<file path="config.mk">
export PLATFORM = sky130hd
export DESIGN_NAME = control_stack
export DESIGN_NICKNAME = d
export VERILOG_FILES = /design/src/rtl/ctl_stack_pkg.sv /design/src/rtl/lane_en_stack.sv /design/src/rtl/control_stack.sv
export SDC_FILE = /design/constraint.sdc
export NUM_CORES = 1
export LEC_CHECK = 0
export ABC_AREA = 1
export CORE_MARGIN = 1
export CORE_UTILIZATION = 45
export DETAILED_ROUTE_END_ITERATION = 12
export PLACE_DENSITY = 0.71
export SLEW_MARGIN = 40
export SYNTH_ARGS = -nofsm -noshare
export SYNTH_HDL_FRONTEND = slang
export SYNTH_SLANG_ARGS = --single-unit
</file>
<file path="constraint.sdc">
create_clock -name clk -period 1.93 [get_ports clk]
set_input_delay 0.193 -clock clk [delete_from_list [all_inputs] [get_ports clk]]
set_output_delay 0.193 -clock clk [all_outputs]
set_load 0.1 [all_outputs]
</file>
<file path="src/rtl/ctl_stack_pkg.sv">
// Shared operation encoding for the control-flow stack unit.
package ctl_stack_pkg;

    typedef logic [2:0] ctl_op_t;

    localparam ctl_op_t OP_NONE   = 3'd0;
    localparam ctl_op_t OP_CALL   = 3'd1;
    localparam ctl_op_t OP_RET    = 3'd2;
    localparam ctl_op_t OP_ALLEN  = 3'd3;
    localparam ctl_op_t OP_PUSHEN = 3'd4;
    localparam ctl_op_t OP_POPEN  = 3'd5;
    localparam ctl_op_t OP_DIS    = 3'd6;

endpackage

</file>
<file path="src/rtl/lane_en_stack.sv">
// One lane's enable (predication) stack; bit 0 is the top level.
// Push/pop qualification is decided by the parent and shared by all lanes.
module lane_en_stack #(
    parameter int EDEPTH = 32
) (
    input  logic clk,
    input  logic reset,
    input  logic push,
    input  logic pop,
    input  logic allen,
    input  logic dis,
    input  logic cond,
    output logic top
);

    logic [EDEPTH-1:0] stk_q;
    logic [EDEPTH-1:0] stk_d;

    // Next-state of the shift stack for the one operation active this cycle
    always_comb begin
        stk_d = stk_q;
        if (push) begin
            stk_d = {stk_q[EDEPTH-2:0], stk_q[0]};
        end else if (pop) begin
            // bottom level keeps its previous value on a pop
            stk_d = {stk_q[EDEPTH-1], stk_q[EDEPTH-1:1]};
        end else if (allen) begin
            stk_d = {stk_q[EDEPTH-1:1], 1'b1};
        end else if (dis) begin
            stk_d = {stk_q[EDEPTH-1:1], stk_q[0] & cond};
        end else begin
            stk_d = stk_q;
        end
    end

    // Stack register, every level enabled after reset
    always_ff @(posedge clk) begin
        if (reset) begin
            stk_q <= {EDEPTH{1'b1}};
        end else begin
            stk_q <= stk_d;
        end
    end

    assign top = stk_q[0];

endmodule

</file>
<file path="src/rtl/control_stack.sv">
// Return-address stack plus per-lane enable stacks with depth tracking
// and sticky overflow/underflow flags; one operation per cycle.
module control_stack
    import ctl_stack_pkg::*;
#(
    parameter int AW         = 16,
    parameter int CDEPTH     = 4,
    parameter int EDEPTH     = 32,
    parameter int LANES      = 1,
    parameter int RET_OFFSET = 1
) (
    input  logic                          clk,
    input  logic                          reset,
    input  logic                          valid,
    input  ctl_op_t                       op,
    input  logic [AW-1:0]                 pc,
    input  logic [LANES-1:0]              lane_cond,
    output logic [AW-1:0]                 ret_addr,
    output logic [LANES-1:0]              en,
    output logic [$clog2(CDEPTH+1)-1:0]   call_depth,
    output logic [$clog2(EDEPTH)-1:0]     en_depth,
    output logic                          cs_ovf,
    output logic                          cs_unf,
    output logic                          es_ovf,
    output logic                          es_unf
);

    localparam int CW = $clog2(CDEPTH + 1);
    localparam int EW = $clog2(EDEPTH);
    localparam logic [CW-1:0] C_FULL = CW'(CDEPTH);
    localparam logic [CW-1:0] C_ZERO = CW'(0);
    localparam logic [CW-1:0] C_ONE  = CW'(1);
    localparam logic [EW-1:0] E_FULL = EW'(EDEPTH - 1);
    localparam logic [EW-1:0] E_ZERO = EW'(0);
    localparam logic [EW-1:0] E_ONE  = EW'(1);

    logic [AW-1:0] cs_q [CDEPTH];
    logic [AW-1:0] cs_d [CDEPTH];
    logic [CW-1:0] call_depth_q, call_depth_d;
    logic [EW-1:0] en_depth_q, en_depth_d;
    logic          cs_ovf_q, cs_ovf_d, cs_unf_q, cs_unf_d;
    logic          es_ovf_q, es_ovf_d, es_unf_q, es_unf_d;

    logic is_call, is_ret, is_allen, is_pushen, is_popen, is_dis;
    logic lane_push, lane_pop;

    // Decode the qualified operation into one-hot strobes
    always_comb begin
        is_call   = 1'b0;
        is_ret    = 1'b0;
        is_allen  = 1'b0;
        is_pushen = 1'b0;
        is_popen  = 1'b0;
        is_dis    = 1'b0;
        if (valid) begin
            case (op)
                OP_CALL:   is_call   = 1'b1;
                OP_RET:    is_ret    = 1'b1;
                OP_ALLEN:  is_allen  = 1'b1;
                OP_PUSHEN: is_pushen = 1'b1;
                OP_POPEN:  is_popen  = 1'b1;
                OP_DIS:    is_dis    = 1'b1;
                default:   is_call   = 1'b0;
            endcase
        end else begin
            is_call = 1'b0;
        end
    end

    // Call stack, depth counters, flags and the shared push/pop decision
    always_comb begin
        cs_d         = cs_q;
        call_depth_d = call_depth_q;
        en_depth_d   = en_depth_q;
        cs_ovf_d     = cs_ovf_q;
        cs_unf_d     = cs_unf_q;
        es_ovf_d     = es_ovf_q;
        es_unf_d     = es_unf_q;
        lane_push    = 1'b0;
        lane_pop     = 1'b0;

        if (is_call) begin
            for (int i = CDEPTH - 1; i > 0; i--) begin
                cs_d[i] = cs_q[i-1];
            end
            cs_d[0] = pc;
            if (call_depth_q == C_FULL) begin
                cs_ovf_d = 1'b1;
            end else begin
                call_depth_d = call_depth_q + C_ONE;
            end
        end else if (is_ret) begin
            if (call_depth_q == C_ZERO) begin
                cs_unf_d = 1'b1;
            end else begin
                for (int i = 0; i < CDEPTH - 1; i++) begin
                    cs_d[i] = cs_q[i+1];
                end
                cs_d[CDEPTH-1] = {AW{1'b0}};
                call_depth_d   = call_depth_q - C_ONE;
            end
        end else begin
            cs_d = cs_q;
        end

        // A push at full depth still shifts: the bottom level is dropped
        if (is_pushen) begin
            lane_push = 1'b1;
            if (en_depth_q == E_FULL) begin
                es_ovf_d = 1'b1;
            end else begin
                en_depth_d = en_depth_q + E_ONE;
            end
        end else if (is_popen) begin
            if (en_depth_q == E_ZERO) begin
                es_unf_d = 1'b1;
            end else begin
                lane_pop   = 1'b1;
                en_depth_d = en_depth_q - E_ONE;
            end
        end else begin
            lane_pop = 1'b0;
        end
    end

    // State registers
    always_ff @(posedge clk) begin
        if (reset) begin
            for (int i = 0; i < CDEPTH; i++) begin
                cs_q[i] <= {AW{1'b0}};
            end
            call_depth_q <= C_ZERO;
            en_depth_q   <= E_ZERO;
            cs_ovf_q     <= 1'b0;
            cs_unf_q     <= 1'b0;
            es_ovf_q     <= 1'b0;
            es_unf_q     <= 1'b0;
        end else begin
            cs_q         <= cs_d;
            call_depth_q <= call_depth_d;
            en_depth_q   <= en_depth_d;
            cs_ovf_q     <= cs_ovf_d;
            cs_unf_q     <= cs_unf_d;
            es_ovf_q     <= es_ovf_d;
            es_unf_q     <= es_unf_d;
        end
    end

    for (genvar l = 0; l < LANES; l++) begin : g_lane
        lane_en_stack #(
            .EDEPTH(EDEPTH)
        ) u_lane (
            .clk   (clk),
            .reset (reset),
            .push  (lane_push),
            .pop   (lane_pop),
            .allen (is_allen),
            .dis   (is_dis),
            .cond  (lane_cond[l]),
            .top   (en[l])
        );
    end

    assign ret_addr   = cs_q[0] + AW'(RET_OFFSET);
    assign call_depth = call_depth_q;
    assign en_depth   = en_depth_q;
    assign cs_ovf     = cs_ovf_q;
    assign cs_unf     = cs_unf_q;
    assign es_ovf     = es_ovf_q;
    assign es_unf     = es_unf_q;

endmodule

</file>
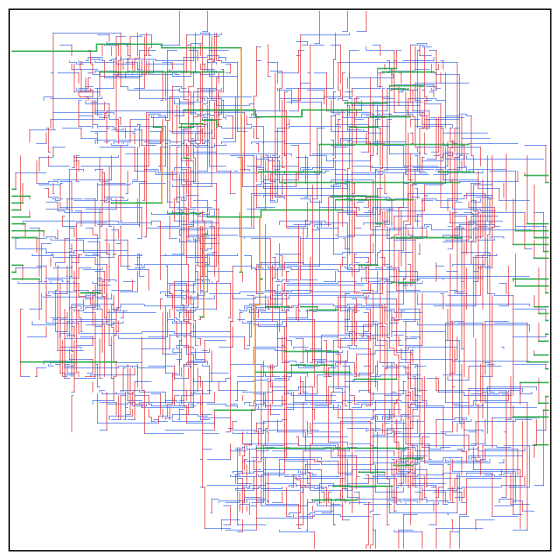
Run 1: routed metal, one colour a layer
Key: red = met2 [wire length 5900 um]; green = met3 [wire length 606 um]; blue = met1 [wire length 5630 um]; orange = met4 [wire length 115 um]
wire per inst: 13.7 um
routed via count: 4818
total track usage: 22.7%
Detailed Route WL: 12300 um

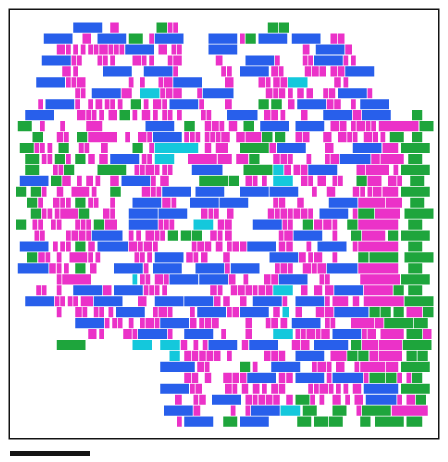
Run 1: placed cells, one colour a class
Bar = 20 um.
Key: cyan = clock drivers and dummy loads [cells 15, share of their area 3.0%]; green = other buffers and delay cells [cells 106, share of their area 18%]; blue = flip-flops [cells 108, share of their area 35%]; magenta = all other logic [cells 528, share of their area 45%]
row count: 37
Seq area share: 33.6%
Core Area: 10500 um2
Finished Core Util: 62.2%

==> qor.txt, run 1 <==
status -> complete, but fails checks
failing checks -> negative setup slack
Hold EP -> cs_q[48]
Top cells excl fill/tap -> nand2_1, dfxtp_1, o21ai_0
Num CTS Buffers -> 9
Max H-tree Level -> 3
OpenROAD warnings -> 29
final-layout clock-cell area share -> 2.94%
Reg clk slew, reported paths -> 0.10 ns
Comb area share -> 42.1%
crit path DRT -> 1.74 ns
area after detailed placement -> 6020 um2
fill count -> 926
Chip Width -> 106 um
tap cell count -> 136
vias in the first global route -> 4560
reg2reg start -> en_depth[0]
CP peak stage delay -> 0.38 ns
Detail Placement HPWL -> 8340 um
pwr/cell area -> 673 nW/um2
Post-synth EDFFs -> 0
Flops -> 108
Max Slew Vio Count -> 0
CTS tree -> yes
Yosys reg bits -> 108
MI comb cells -> 502
WS Path Type -> register to primary output
hold_ws -> 0.392 ns
Buffers excl. clock -> 106
First DRT Iteration DRCs -> 262
largest cell class by area -> combinational gates
Flop area -> 2190 um2
Yosys warnings -> 0
Hold Crit Class -> input port to register
Max Freq -> 500 MHz
Yosys chip area -> 4900 um2
final antenna diode count -> 0
R2R depth -> 8
Tmin final -> 2.00 ns
static leakage -> 2.62 nW
GR Util met2 -> 38.5%
CP cell instances -> ha_4, nand2_2, inv_2, nand2_4, nor2_4, nand3_4, nor2_4, nand2_2, nand2_4, buf_12
dominant logic cell type in the layout -> nand2_1
maximum clock path buffer count -> 2
DP Worst Slack -> -0.126 ns
CP arrival -> 1.81 ns
Non-clk invs -> 26
Detail Route Antenna Nets -> 0
initial antenna violation count -> 0
Hold Path Origin -> pc[0]
fin nets -> 782
Unique cell types -> 30
Final Hold Vio Count -> 0
largest net degree at the start of global routing -> 48
worst-margin pin slew -> 0.465 ns
I/O Pins -> 52
Tcrit/Tclk final -> 104%
cell family with most CP delay -> simple AND/OR/NAND/NOR gates
logic area -> 2740 um2
Top Usage Layer GRT -> met2
Buf+Inv Stages, Crit Path -> 2
worst r2r dst -> en_depth[4]
total gr overflow -> 0
crit-path max FO -> 3
power consumption -> 0.00438 W
Non-clock buffer share -> 17.1%
Seq share, synth -> 44.1%
Cell Area, Synth -> 4900 um2
CLK BUF -> 11
I/O Buffers -> 51
worst hold stages -> 3
Mapped Nets -> 709
fraction of layout cells with a size suffix above 1 -> 20.9%
Dominant cell area share -> 44.1%
PnR worst setup slack -> -0.0720 ns
Syn Area/Cell -> 7.21 um2
final setup vio count -> 6
GRT met1 Usage -> 29.1%
RSZ-0062 raised after global routing -> true
max cap viols -> 0
worst rel slew slack -> 69.0%
Die Area -> 11300 um2
Async S/R FF share, synth -> 0%
most used flip-flop cell -> dfxtp_1
top cells, area -> dfxtp_1, nand2_1, o21ai_0
global-route wire length before repair -> 20800 um
die height -> 106 um
Placed Instances -> 863
synthesis-to-layout area growth -> 32.7%
setup TNS -> -0.314 ns
clock sink total -> 108
Vias/cell -> 5.40
Worst-Skew Late Latency -> 0.37 ns
crit start category -> register
met3 usage -> 4.35%
CTS root buffer -> clkbuf_8
Critical-path top delay cell -> dfxtp_4
Cells after Synth -> 680
clk_skew -> 0.0137 ns
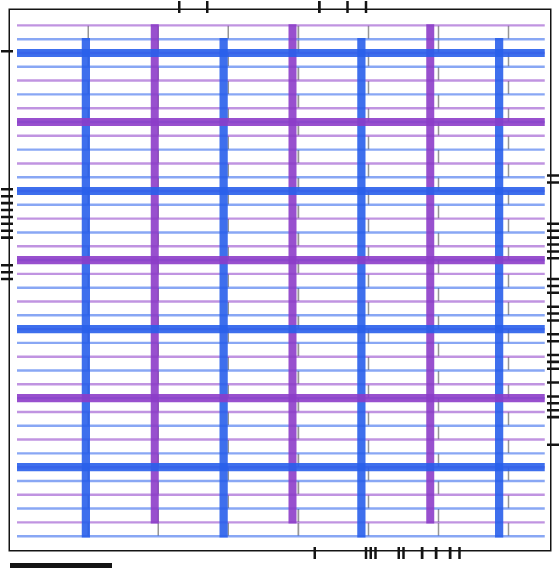
Run 1: PDN straps and rails
Bar = 20 um. Pins as bars on the die edge. Tap cells in grey.
Key: blue = VSS; purple = VDD
52 signal pins sit on the boundary. 7 straps on met5. The core has 37 rows.

==> run 1: repair_timing <==
action                                  in CTS  in global routing
endpoints found under the setup margin       8                  9
gates cloned                                 0                  0
pin swaps                                    7                  9
setup buffers                                6                  9
resized                                     31                 19
==> run 1: state kept, by name, summed over array words and instances, names as in the netlist <==
register and cells:
cs_q 64, en_depth 5, cs_ovf 1, es_ovf 1
cs_unf 1, call_depth 3, es_unf 1, g_lane.u_lane.stk_q 32
==> run 1: Yosys cell counts (3+ instances only) <==
cell,instances
nor3_1,4
dfxtp_1,108
o21ai_1,6
nand3_1,15
a21oi_1,54
nand2_2,5
xor2_1,8
xnor2_1,6
a31oi_1,16
clkbuf_1,20
buf_4,3
nand4_1,49
ha_1,4
inv_1,25
nor2_1,33
buf_2,17
o21ai_0,64
nand2_1,226
==> run 1: worst max path at each step <==
stage | slack, ns | cells after the start | endpoint | start
4_1_cts | -0.07 | 10 | ret_addr[12] | cs_q[48]
3_5_place_dp | -0.13 | 12 | en_depth[4] | valid
6_report | -0.07 | 10 | ret_addr[12] | cs_q[49]
3_3_place_gp | -0.008 | 13 | en_depth[4] | valid
5_1_grt | -0.19 | 8 | ret_addr[14] | cs_q[49]
2_1_floorplan | -0.58 | 5 | ret_addr[4] | cs_q[48]
==> run 1: report_power, final <==
part           internal [W]  switching, W
Clock              0.000627      0.000733
Combinational      0.000235      0.000404
Sequential          0.00231     0.0000747
Total               0.00317       0.00121
==> run 1: kinds of logic after synthesis <==
group	count (synthesis)	share of synthesized area [%]
buf+inv	70	6.33
xor+xnor	14	2.50
flops	108	44.1
simple gates	339	30.0
compound gates	143	15.2
fa+ha+maj	6	1.84
==> run 1: routing by layer <==
metal	wire length (um)	vias to the layer above
met5	0	-
met4	114	0
met3	606	10
met2	5900	130
met1	5630	2256
li1	-	2422
==> run 2, diff against run 1 <==
SLEW_MARGIN = 25   (was 40)
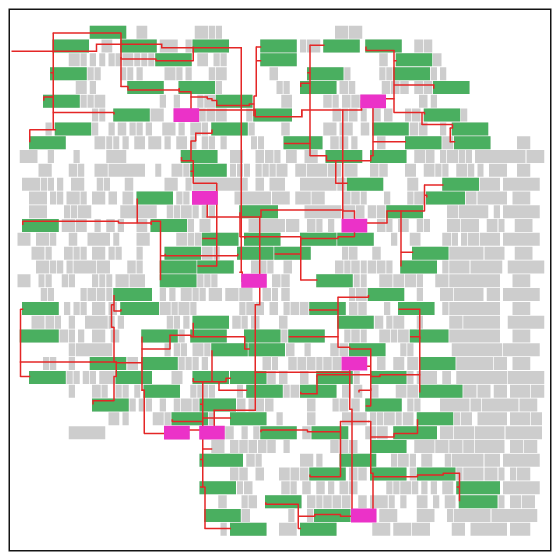
Run 2: clock wires, drivers and flops
Key: magenta = cells driving clock nets [count 9]; red = clock wires [length 1190 um]; green = flip-flops [count 108]
There are 10 routed clock nets.

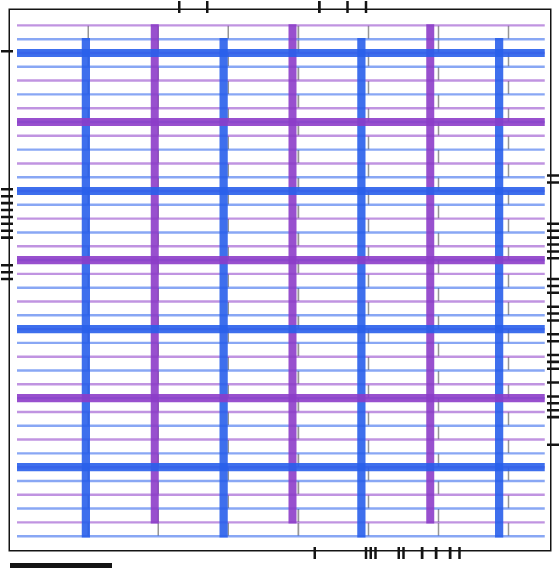
Run 2: PDN straps and rails
Bar = 20 um. Pins as bars on the die edge. Tap cells in grey.
Key: purple = VDD; blue = VSS
52 signal pins sit on the boundary. 136 tap cells. 7 straps on met5. 7 straps on met4.
Chip Width: 106 um
IR Drop Worst-Case VDD: 425 uV

==> qor.txt, run 2 <==
Num CTS Buffers -> 9 (unchanged)
pwr/cell area -> 673 nW/um2 (unchanged)
dominant logic cell type in the layout -> nand2_1
fin cells -> 893
Placed Instances -> 863 (unchanged)
hold_ws -> 0.392 ns (unchanged)
Top cells excl fill/tap -> nand2_1, dfxtp_1, o21ai_0
I/O Buffers -> 51 (unchanged)
WP depth -> 10 (unchanged)
CP arrival -> 1.81 ns (about the same)
Largest register FFs -> 64 (unchanged)
reg2reg start -> en_depth[0]
cell family with most CP delay -> simple AND/OR/NAND/NOR gates
failing checks -> negative setup slack
routed via count -> 4818 (unchanged)
fin area -> 6510 um2
power consumption -> 0.00438 W (unchanged)
fin nets -> 782 (unchanged)
Critical-path top delay cell -> dfxtp_4
Top Metal Used -> met4
Setup Buffers After CTS -> 6 (unchanged)
Tcrit/Tclk final -> 104% (unchanged)
Hold Crit Class -> input port to register
Final Wtd Congestion -> 0.760
total track usage -> 22.7% (unchanged)
fill count -> 926 (unchanged)
Max H-tree Level -> 3 (unchanged)
Synth top cell by count -> nand2_1
worst-margin pin slew -> 0.465 ns (unchanged)
cts repair resizes -> 31 (unchanged)
crit-path max FO -> 3 (unchanged)
Max Freq -> 500 MHz (unchanged)
Worst-Skew Late Latency -> 0.37 ns (about the same)
global-route wire length before repair -> 20800 um (unchanged)
DP Worst Slack -> -0.126 ns (unchanged)
CP endpoint -> ret_addr[12]
Int Power -> 0.00317 W (unchanged)
initial antenna violation count -> 0 (unchanged)
Detail Route Antenna Nets -> 0 (unchanged)
Dominant cell area share -> 44.1% (unchanged)
wire per inst -> 13.7 um (unchanged)
most used flip-flop cell -> dfxtp_1
crit path DRT -> 1.74 ns (about the same)
Seq share, synth -> 44.1% (unchanged)
fraction of layout cells with a size suffix above 1 -> 20.9% (unchanged)
Comb power frac -> 14.6% (about the same)
Tmin final -> 2.00 ns (unchanged)
Syn Area/Cell -> 7.21 um2 (unchanged)
crit path from -> cs_q[49]
wl on met1 -> 5630 um (unchanged)
CTS root buffer -> clkbuf_8
CP cell instances -> ha_4, nand2_2, inv_2, nand2_4, nor2_4, nand3_4, nor2_4, nand2_2, nand2_4, buf_12
Detailed Route WL -> 12300 um (unchanged)
PnR worst setup slack -> -0.0720 ns (unchanged)
clock power share -> 31.0% (about the same)
Top reg by flops -> cs_q
final antenna diode count -> 0 (unchanged)
Detail Placement HPWL -> 8340 um (unchanged)
area after detailed placement -> 6020 um2 (unchanged)
Yosys warnings -> 0 (unchanged)
worst r2r dst -> en_depth[4]
met2 WL -> 5900 um (unchanged)
clock sink total -> 108 (unchanged)
CTS tree -> yes
Die Area -> 11300 um2 (unchanged)
Post-synth EDFFs -> 0 (unchanged)
Max Slew Vio Count -> 0 (unchanged)
max cap viols -> 0 (unchanged)
I/O Pins -> 52 (unchanged)
Vias/cell -> 5.40 (unchanged)
vias in the first global route -> 4560 (unchanged)
Cell Area, Synth -> 4900 um2 (unchanged)
static leakage -> 2.62 nW (unchanged)
Mapped Nets -> 709 (unchanged)
maximum clock path buffer count -> 2 (unchanged)
clk_skew -> 0.0137 ns (unchanged)
Reg clk slew, reported paths -> 0.10 ns (about the same)
total gr overflow -> 0 (unchanged)
Sw Ratio -> 27.6% (unchanged)
Buf+Inv Stages, Crit Path -> 2 (unchanged)
status -> complete, but fails checks
R2R depth -> 8 (unchanged)
leading area contributor after synthesis -> dfxtp_1
top cells, area -> dfxtp_1, nand2_1, o21ai_0
crit start category -> register
worst reg-to-reg setup slack -> 0.38 ns
Final Hold Vio Count -> 0 (unchanged)
setup TNS -> -0.314 ns (unchanged)
RSZ-0062 raised after global routing -> true
row count -> 37 (unchanged)
Hold Buf Count CTS -> 0
met3 WL post-DR -> 606 um (unchanged)
final setup vio count -> 6 (unchanged)
Setup crit end kind -> primary output
sequential cell fraction of total power -> 54.4% (about the same)
FP Core Util -> 46.9%
Yosys chip area -> 4900 um2 (unchanged)
synthesis-to-layout area growth -> 32.7% (unchanged)
Yosys reg bits -> 108 (unchanged)
P_sw -> 0.00121 W (unchanged)
CP peak stage delay -> 0.38 ns (about the same)
First-pass DRT Iterations -> 7
Core Area -> 10500 um2 (unchanged)
worst rel slew slack -> 69.0% (unchanged)
Residual DRC -> 0
OpenROAD warnings -> 29 (unchanged)
WS Path Type -> register to primary output
First DRT Iteration DRCs -> 262 (unchanged)
Synth top cells by count -> nand2_1, dfxtp_1, o21ai_0
Finished Core Util -> 62.2% (unchanged)
largest net degree at the start of global routing -> 48 (unchanged)
Unique cell types -> 30 (unchanged)
Async S/R FF share, synth -> 0% (unchanged)
ys cells -> 680
Cells after Synth -> 680 (unchanged)
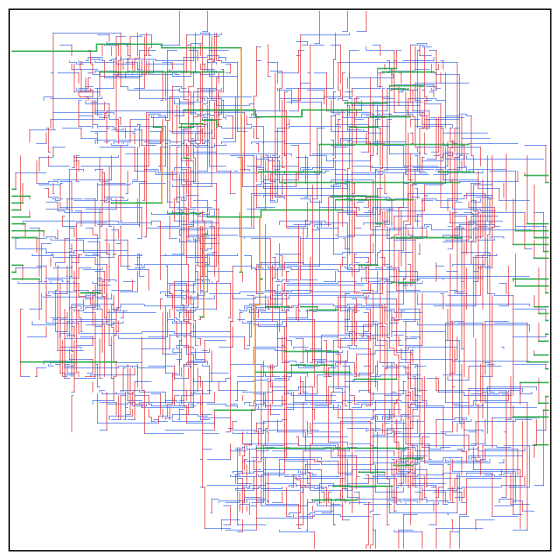
Run 2: routed metal, one colour a layer
Key: blue = met1 [wire length 5630 um]; orange = met4 [wire length 115 um]; green = met3 [wire length 606 um]; red = met2 [wire length 5900 um]

[run 2: cell counts after synthesis]
No cell type changed its count.
[run 2: how the worst min path moves through the flow]
stage          slack [ns]  cells past startpoint    start                   endpoint
2_1_floorplan        0.36                      2    op[0]  g_lane[0].u_lane.stk_q[0]
3_3_place_gp         0.44                      2  cs_q[9]                    cs_q[9]
5_1_grt              0.41                      3    pc[1]                   cs_q[49]
4_1_cts              0.38                      3    pc[2]                   cs_q[50]
6_report             0.39                      3    pc[0]                   cs_q[48]
3_5_place_dp         0.45                      2  cs_q[9]                    cs_q[9]
[run 2: cell type report]
class	instances	area (um2)	share of cell area (%)
Inverter	26	100	1.54
Multi-Input combinational cell	502	2740	42.1
Clock buffer	11	141	2.17
Timing Repair Buffer	106	1120	17.1
Clock inverter	4	50.0	0.769
Sequential cell	108	2190	33.6
Tap cell	136	170	2.61
[run 2: power by group through the flow]
| stage | Sequential [W] | Clock, W | Combinational, W |
|---|---|---|---|
| 2_1_floorplan | 0.00250 | 0 | 0.000336 |
| 3_3_place_gp | 0.00243 | 0 | 0.000609 |
| 3_5_place_dp | 0.00244 | 0 | 0.000627 |
| 4_1_cts | 0.00239 | 0.00139 | 0.000636 |
| 5_1_grt | 0.00240 | 0.00148 | 0.000698 |
| 6_report | 0.00238 | 0.00136 | 0.000639 |
[run 2: cells by family (layout without fill, tap and decap cells)]
kind of cell    after synthesis  in the layout  share of synthesized area (%)
flops                       108            108                           44.1
simple gates                339            339                           30.0
xor+xnor                     14             14                           2.50
buf+inv                      70            147                           6.33
fa+ha+maj                     6              6                           1.84
compound gates              143            143                           15.2
[run 2: layer usage]
layer / up-vias / global-route usage (%)
met3: 10 / 4.35
met4: 0 / 6.85
met5: - / 0
li1: 2422 / -
met2: 130 / 38.5
met1: 2256 / 29.1
Run 2, congestion heat map:
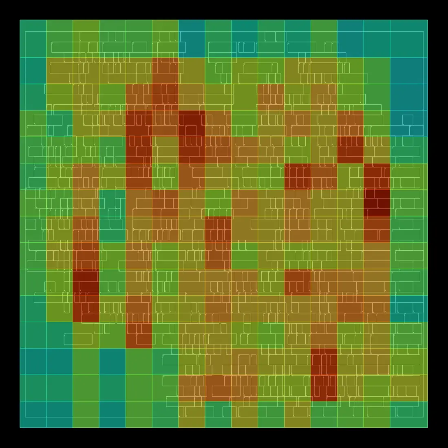

==> run 3, diff against run 2 <==
PLACE_DENSITY = 0.62   (was 0.71)
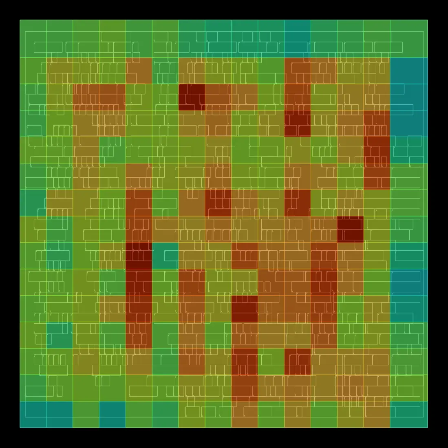
Run 3: congestion heat map
Top Usage Layer GRT: met2
Finished Core Util: 62.1%
GR Util met2: 40.7%
total track usage: 23.6%
wire per inst: 14.3 um

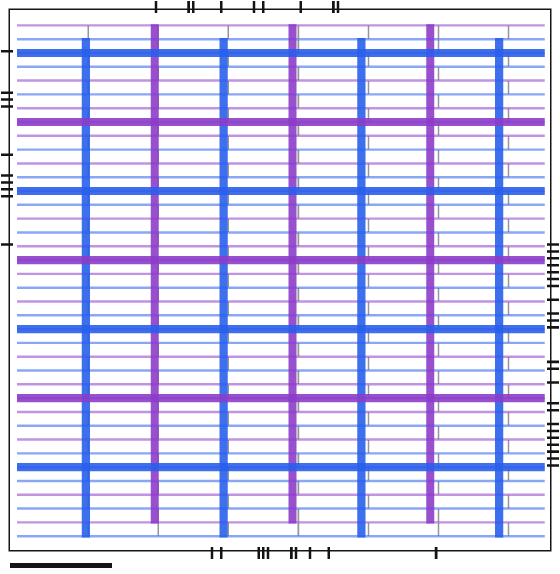
Run 3: PDN straps and rails
Bar = 20 um. Pins as bars on the die edge. Tap cells in grey.
Key: blue = VSS; purple = VDD
136 tap cells. 52 signal pins sit on the boundary.

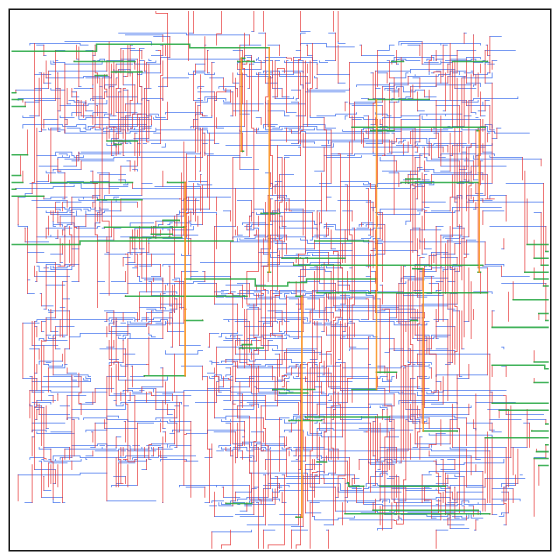
Run 3: routed metal, one colour a layer
Key: orange = met4 [wire length 261 um]; blue = met1 [wire length 5680 um]; red = met2 [wire length 6140 um]; green = met3 [wire length 688 um]
routed via count: 4858
Detailed Route WL: 12800 um

==> qor.txt, run 3 <==
status -> complete, but fails checks
failing checks -> negative setup slack
post-synthesis xor/xnor area fraction -> 2.50% (unchanged)
Mapped Nets -> 709 (unchanged)
power consumption -> 0.00434 W (-0.89%)
met2 WL -> 6140 um (+4.0%)
static leakage -> 2.61 nW (about the same)
synthesis-to-layout area growth -> 32.5%
area share of and/or/nand/nor cells after synthesis -> 30.0% (unchanged)
Yosys chip area -> 4900 um2 (unchanged)
Synth top cell by count -> nand2_1
total gr overflow -> 0 (unchanged)
CP cell instances -> buf_4, nand4_1, nor2_4, nand3_4, buf_12, xor2_4, buf_12
Async S/R FF share, synth -> 0% (unchanged)
crit path DRT -> 1.74 ns (about the same)
Chip Width -> 106 um (unchanged)
most used flip-flop cell -> dfxtp_1
Reg clk slew, reported paths -> 0.10 ns (about the same)
cell family with most CP delay -> buffers and inverters
Num CTS Buffers -> 9 (unchanged)
Residual DRC -> 0 (unchanged)
Synth top cells by count -> nand2_1, dfxtp_1, o21ai_0
initial antenna violation count -> 0 (unchanged)
Max H-tree Level -> 3 (unchanged)
First-pass DRT Iterations -> 5 (-2)
Unique cell types -> 30 (unchanged)
worst rel slew slack -> 68.8% (-0.26 points)
Worst-Skew Late Latency -> 0.38 ns (about the same)
CP peak stage delay -> 0.37 ns (about the same)
leading area contributor after synthesis -> dfxtp_1
I/O Pins -> 52 (unchanged)
crit start category -> register
met3 WL post-DR -> 687 um (+13%)
OpenROAD warnings -> 29 (unchanged)
Detail Route Antenna Nets -> 0 (unchanged)
RSZ-0062 raised after global routing -> true
CTS tree -> yes
Max Freq -> 494 MHz (-1.0%)
aoi share -> 15.2% (unchanged)
Top Metal Used -> met4
die height -> 106 um
WS Path Type -> register to primary output
Largest register FFs -> 64 (unchanged)
Max Slew Vio Count -> 0 (unchanged)
Tcrit/Tclk final -> 105% (+1.1 points)
Post-synth EDFFs -> 0 (unchanged)
clk_skew -> 0.0118 ns (-0.00184 ns)
worst-margin pin slew -> 0.469 ns (+0.00390 ns)
IR Drop Worst-Case VDD -> 475 uV (+12%)
global-route wire length before repair -> 21500 um (+3.2%)
Setup Buffers After CTS -> 8 (+2)
Cell Area, Synth -> 4900 um2 (unchanged)
ys cells -> 680 (unchanged)
top cells, area -> dfxtp_1, nand2_1, o21ai_0
Top reg by flops -> cs_q
mux share -> 0% (unchanged)
fraction of layout cells with a size suffix above 1 -> 20.9% (unchanged)
Core Area -> 10500 um2 (unchanged)
dominant logic cell type in the layout -> nand2_1
Tmin final -> 2.02 ns (+0.0203 ns)
Setup crit end kind -> primary output
maximum clock path buffer count -> 2 (unchanged)
clock sink total -> 108 (unchanged)
vias in the first global route -> 4551 (-0.20%)
Top logic family -> simple AND/OR/NAND/NOR gates
Syn Area/Cell -> 7.21 um2 (unchanged)
Critical-path top delay cell -> dfxtp_2
setup TNS -> -0.483 ns (-0.169 ns)
Seq share, synth -> 44.1% (unchanged)
fill count -> 923 (-0.32%)
final antenna diode count -> 0 (unchanged)
Final Hold Vio Count -> 0 (unchanged)
CP arrival -> 1.83 ns (+0.02 ns)
cts repair resizes -> 30 (-3.2%)
pwr/cell area -> 669 nW/um2 (-0.71%)
Detail Placement HPWL -> 8420 um (+0.89%)
Die Area -> 11300 um2 (unchanged)
Buf+Inv Stages, Crit Path -> 3 (+1)
Vias/cell -> 5.44 (+0.83%)
largest net degree at the start of global routing -> 39 (-19%)
PnR worst setup slack -> -0.0923 ns (-0.0203 ns)
FP Core Util -> 46.9% (unchanged)
CTS root buffer -> clkbuf_8
max cap viols -> 0 (unchanged)
Hold Buf Count CTS -> 0 (unchanged)
Yosys reg bits -> 108 (unchanged)
fin nets -> 781 (-0.13%)
Final Wtd Congestion -> 0.817 (+7.6%)
Adder Area Share -> 1.84% (unchanged)
Yosys warnings -> 0 (unchanged)
final setup vio count -> 8 (+2)
Dominant cell area share -> 44.1% (unchanged)
Cells after Synth -> 680 (unchanged)
I/O Buffers -> 51 (unchanged)
crit-path max FO -> 3 (unchanged)
Most common cell on crit path -> buf_12
row count -> 37 (unchanged)
Hold Crit Class -> input port to register
Top cells excl fill/tap -> nand2_1, dfxtp_1, o21ai_0
wl on met1 -> 5680 um (+0.83%)
First DRT Iteration DRCs -> 288 (+9.9%)
[run 3: cell counts after synthesis]
No cell type changed its count.
[run 3: worst paths after layout]
| check | start | endpoint | slack (ns) | cells past startpoint |
|---|---|---|---|---|
| setup / recovery | cs_q[55] | ret_addr[10] | -0.09 | 7 |
| hold reg to reg | cs_ovf | cs_ovf | 0.46 | 2 |
| setup reg to reg | en_depth[0] | en_depth[4] | 0.43 | 8 |
| hold / removal | pc[2] | cs_q[50] | 0.39 | 3 |
[run 3: cell type report]
cell class | instances | area, um2 | share of cell area [%]
flip-flops and latches | 108 | 2180 | 33.6
clock buffers | 10 | 138 | 2.12
inverters | 26 | 100 | 1.54
clock inverters | 6 | 43.8 | 0.674
repair buffers | 105 | 1140 | 17.6
multi-input cells | 502 | 2720 | 41.9
well taps | 136 | 170 | 2.62
[run 3: cells by family (layout without fill, tap and decap cells)]
kind of cell,after synthesis,after routing
buffers and inverters,70,147
AND-OR/OR-AND,143,143
flip-flops,108,108
adder cells (fa/ha/maj),6,6
AND/OR/NAND/NOR,339,339
XOR/XNOR,14,14
[run 3: metal layers]
metal	global-route usage [%]	up-vias
met4	8.33	0
met1	29.4	2296
met2	40.7	131
met3	4.41	19
met5	0	-
li1	-	2412
[run 3: power breakdown]
group | switching, W | internal [W]
clock | 0.000797 | 0.000515
sequential | 0.0000712 | 0.00231
combinational | 0.000412 | 0.000237
[run 3: per-stage QoR]
stage	area (um2)	cells	utilization, %	hold WS [ns]	worst slack (ns)
2_1_floorplan	5070	680	-	0.356	-0.577
3_3_place_gp	6050	865	57.8	0.442	-0.0369
3_5_place_dp	6050	865	57.8	0.445	-0.105
4_1_cts	6390	889	61.1	0.375	-0.0757
5_1_grt	6500	893	62.1	0.391	-0.179
6_report	6500	893	62.1	0.391	-0.0923
No activity file was given, so power comes from the tool's default toggle rates.
